Routing congestion map:
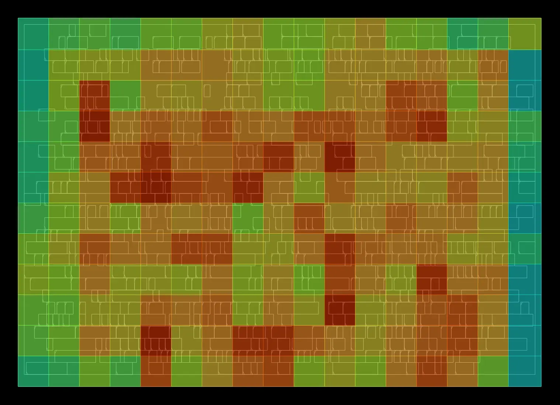
Metal 1:
The bar under the picture is 20 um long. Supply wires on this layer in grey.
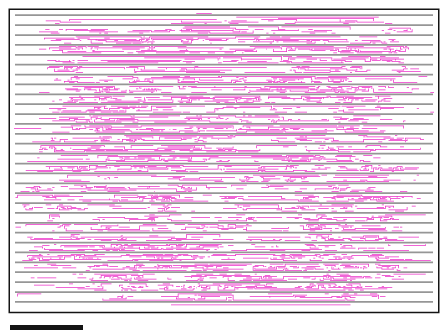
--- src/rtl/alu_seq.sv ---
// alu_seq: registered ALU with single-cycle ops and a WIDTH-cycle shift-add multiply.
// Ports: clk, rst_n (async low); start/op/a/b request; y/carry/zero/ovf result; busy, done.
module alu_seq #(
    parameter int WIDTH = 8
) (
    input  logic             clk,
    input  logic             rst_n,
    input  logic             start,
    input  logic [2:0]       op,
    input  logic [WIDTH-1:0] a,
    input  logic [WIDTH-1:0] b,
    output logic [WIDTH-1:0] y,
    output logic             carry,
    output logic             zero,
    output logic             ovf,
    output logic             busy,
    output logic             done
);

    localparam int SW = $clog2(WIDTH);
    localparam int CW = $clog2(WIDTH) + 1;

    localparam logic [2:0] OP_ADD = 3'b000;
    localparam logic [2:0] OP_SUB = 3'b001;
    localparam logic [2:0] OP_AND = 3'b010;
    localparam logic [2:0] OP_OR  = 3'b011;
    localparam logic [2:0] OP_XOR = 3'b100;
    localparam logic [2:0] OP_SHL = 3'b101;
    localparam logic [2:0] OP_MUL = 3'b110;
    localparam logic [2:0] OP_SLT = 3'b111;

    typedef enum logic {
        S_IDLE = 1'b0,
        S_MUL  = 1'b1
    } state_t;

    state_t               r_state;
    state_t               w_state_nxt;
    logic [CW-1:0]        r_cnt;
    logic [2*WIDTH-1:0]   r_acc;
    logic [2*WIDTH-1:0]   r_mcand;
    logic [WIDTH-1:0]     r_mplier;
    logic [WIDTH-1:0]     r_y;
    logic                 r_carry;
    logic                 r_zero;
    logic                 r_ovf;
    logic                 r_done;

    logic                 w_accept;
    logic                 w_last;
    logic [WIDTH:0]       w_sum;
    logic [WIDTH:0]       w_diff;
    logic [SW-1:0]        w_shamt;
    logic [2*WIDTH-1:0]   w_shl;
    logic [2*WIDTH-1:0]   w_acc_nxt;
    logic [WIDTH-1:0]     w_res;
    logic                 w_res_c;
    logic                 w_res_v;

    assign w_sum   = {1'b0, a} + {1'b0, b};
    assign w_diff  = {1'b0, a} - {1'b0, b};
    assign w_shamt = SW'(32'(b) % 32'(WIDTH));
    // Bit WIDTH of the widened shift is the last bit pushed out of a.
    assign w_shl   = {{WIDTH{1'b0}}, a} << w_shamt;

    assign w_acc_nxt = r_mplier[0] ? (r_acc + r_mcand) : r_acc;

    assign w_accept = start && (r_state == S_IDLE);
    assign w_last   = (r_state == S_MUL) && (r_cnt == CW'(WIDTH - 1));

    always_comb begin
        w_res   = '0;
        w_res_c = 1'b0;
        w_res_v = 1'b0;
        unique case (op)
            OP_ADD: begin
                w_res   = w_sum[WIDTH-1:0];
                w_res_c = w_sum[WIDTH];
                w_res_v = (a[WIDTH-1] == b[WIDTH-1]) &&
                          (w_sum[WIDTH-1] != a[WIDTH-1]);
            end
            OP_SUB: begin
                w_res   = w_diff[WIDTH-1:0];
                w_res_c = w_diff[WIDTH];
                w_res_v = (a[WIDTH-1] != b[WIDTH-1]) &&
                          (w_diff[WIDTH-1] != a[WIDTH-1]);
            end
            OP_AND: w_res = a & b;
            OP_OR:  w_res = a | b;
            OP_XOR: w_res = a ^ b;
            OP_SHL: begin
                w_res   = w_shl[WIDTH-1:0];
                w_res_c = (w_shamt != '0) && w_shl[WIDTH];
            end
            OP_SLT: begin
                w_res = {{(WIDTH-1){1'b0}},
                         ($signed(a) < $signed(b))};
            end
            OP_MUL: w_res = '0;
            default: w_res = '0;
        endcase
    end

    always_comb begin
        w_state_nxt = r_state;
        unique case (r_state)
            S_IDLE: if (w_accept && op == OP_MUL) w_state_nxt = S_MUL;
            S_MUL:  if (w_last) w_state_nxt = S_IDLE;
            default: w_state_nxt = S_IDLE;
        endcase
    end

    always_ff @(posedge clk or negedge rst_n) begin
        if (!rst_n) r_state <= S_IDLE;
        else        r_state <= w_state_nxt;
    end

    always_ff @(posedge clk or negedge rst_n) begin
        if (!rst_n) begin
            r_cnt    <= '0;
            r_acc    <= '0;
            r_mcand  <= '0;
            r_mplier <= '0;
            r_y      <= '0;
            r_carry  <= 1'b0;
            r_zero   <= 1'b0;
            r_ovf    <= 1'b0;
            r_done   <= 1'b0;
        end else begin
            r_done <= 1'b0;
            if (w_accept) begin
                if (op == OP_MUL) begin
                    r_acc    <= '0;
                    r_mcand  <= {{WIDTH{1'b0}}, a};
                    r_mplier <= b;
                    r_cnt    <= '0;
                end else begin
                    r_y     <= w_res;
                    r_carry <= w_res_c;
                    r_zero  <= (w_res == '0);
                    r_ovf   <= w_res_v;
                    r_done  <= 1'b1;
                end
            end else if (r_state == S_MUL) begin
                r_acc    <= w_acc_nxt;
                r_mcand  <= r_mcand << 1;
                r_mplier <= r_mplier >> 1;
                if (w_last) begin
                    r_cnt   <= '0;
                    r_y     <= w_acc_nxt[WIDTH-1:0];
                    r_carry <= |w_acc_nxt[2*WIDTH-1:WIDTH];
                    r_zero  <= (w_acc_nxt[WIDTH-1:0] == '0);
                    r_ovf   <= 1'b0;
                    r_done  <= 1'b1;
                end else begin
                    r_cnt <= r_cnt + CW'(1);
                end
            end
        end
    end

    assign y     = r_y;
    assign carry = r_carry;
    assign zero  = r_zero;
    assign ovf   = r_ovf;
    assign busy  = (r_state == S_MUL);
    assign done  = r_done;

endmodule

--- config.mk ---
export PLATFORM = sky130hd
export DESIGN_NAME = alu_seq
export DESIGN_NICKNAME = d
export VERILOG_FILES = /design/src/rtl/alu_seq.sv
export SDC_FILE = /design/constraint.sdc
export NUM_CORES = 1
export LEC_CHECK = 0
export CAP_MARGIN = 20
export CORE_ASPECT_RATIO = 0.7
export CORE_UTILIZATION = 55
export DETAILED_ROUTE_END_ITERATION = 6
export PLACE_DENSITY = 0.75
export SLEW_MARGIN = 20
export SYNTH_ARGS = -nofsm -noshare
export SYNTH_HDL_FRONTEND = slang
export SYNTH_SLANG_ARGS = --single-unit
--- constraint.sdc ---
create_clock -name clk -period 3.3 [get_ports clk]
set_input_delay 0.33 -clock clk [delete_from_list [all_inputs] [get_ports clk]]
set_output_delay 0.33 -clock clk [all_outputs]
set_load 0.05 [all_outputs]
==> run notes <==
impl run done, here's what came out: status=completed, pwr dens=about 800 nW/um2, Maximum Capacitance Violations=0, highest routed metal layer=met4, post-placement cell count=approximately 760, largest net degree at the start of global routing=between 40 and 50, Placer Congestion=slightly above 0.9, initial antenna violation count=0, Fin Setup TNS=0 ns, Synth logic family=AND-OR/OR-AND gates, fin crit period=about 3.0 ns, Worst VDD drop=0.512 mV, Worst R2R End=carry, Syn Nets=approximately 680, Synth Area in Simple Gates=0.203, count leader, synth=nand2_1, DIE AREA=just under 10000 um2, FF-to-FF setup slack=0.31 ns, Ant. Diodes=0, final hold viol count=0, wire length on met2=6.07 mm, post-route setup slack=~0.31 ns
Notes on 'routing congestion map' above:
GR Layer Usage met1: 0.500
GR Util met3: 0.0721
WL per Instance: 19.1 um
met2 usage: 0.448
gr usage total: 0.319

Notes on 'metal 1' above:
wire length on this layer: 7200 um
nets with wire on the layer: 660
share of all routed wire: 48%
main direction: horizontal
longest straight run: 54.7 um

-- power breakdown --
part | internal, mW | leakage [nW] | switching [mW]
Sequential | 0.986 | 0.734 | 0.262
Clock | 0.559 | 0.144 | 0.309
Combinational | 1.04 | 1.81 | 1.64
Total | 2.59 | 2.69 | 2.21
-- worst max-delay path, cell delays in order, from the launching register on --
cell and delay [ns]:
dfrtp_1 0.40, ha_1 0.26, fa_1 0.26, a21oi_1 0.08
o22a_1 0.20, a221oi_1 0.66, xor2_1 0.19, a2111o_1 0.46
nor4_1 0.24, a21oi_1 0.11
-- placed cells by master, fill, tap and decap left out, types with 4 or more instances in the layout --
master / count
a21o_1: 6
ha_1: 41
nand3b_1: 7
nor2b_1: 9
a211o_1: 5
xnor2_1: 8
nand2_1: 101
inv_1: 29
mux4_1: 4
nor3_1: 9
a22o_1: 5
mux2_2: 7
nor3b_1: 6
clkdlybuf4s50_1: 33
a21oi_1: 29
clkbuf_16: 9
a221oi_1: 4
o21ai_0: 59
buf_4: 29
nand2b_1: 9
a31oi_1: 5
nor2_1: 32
mux2i_1: 28
dfrtp_1: 57
a211oi_1: 7
o211ai_1: 7
nand4_1: 5
xor2_1: 5
nand3_1: 15
-- state kept, by name, indices dropped and copies added, names as in the netlist --
name      count
r_cnt         4
r_mcand      16
carry         1
zero          1
ovf           1
busy          1
y             8
done          1
r_mplier      8
r_acc        16
-- final cells by class --
cell class / count / share of cell area
sequential: 57 / 0.238
clock buffer: 12 / 0.0445
inverter: 29 / 0.0182
clock inverter: 3 / 0.00251
timing repair buffer: 63 / 0.0923
tap: 124 / 0.0259
multi-input combinational: 491 / 0.578
-- worst max-delay path by stage --
stage / to / cells after the start
after detailed placement: carry / 10
final: carry / 9
after floorplan: zero / 10
after CTS: carry / 9
after global placement: carry / 10
after global routing: carry / 9
Power and IR drop assume default switching activity.
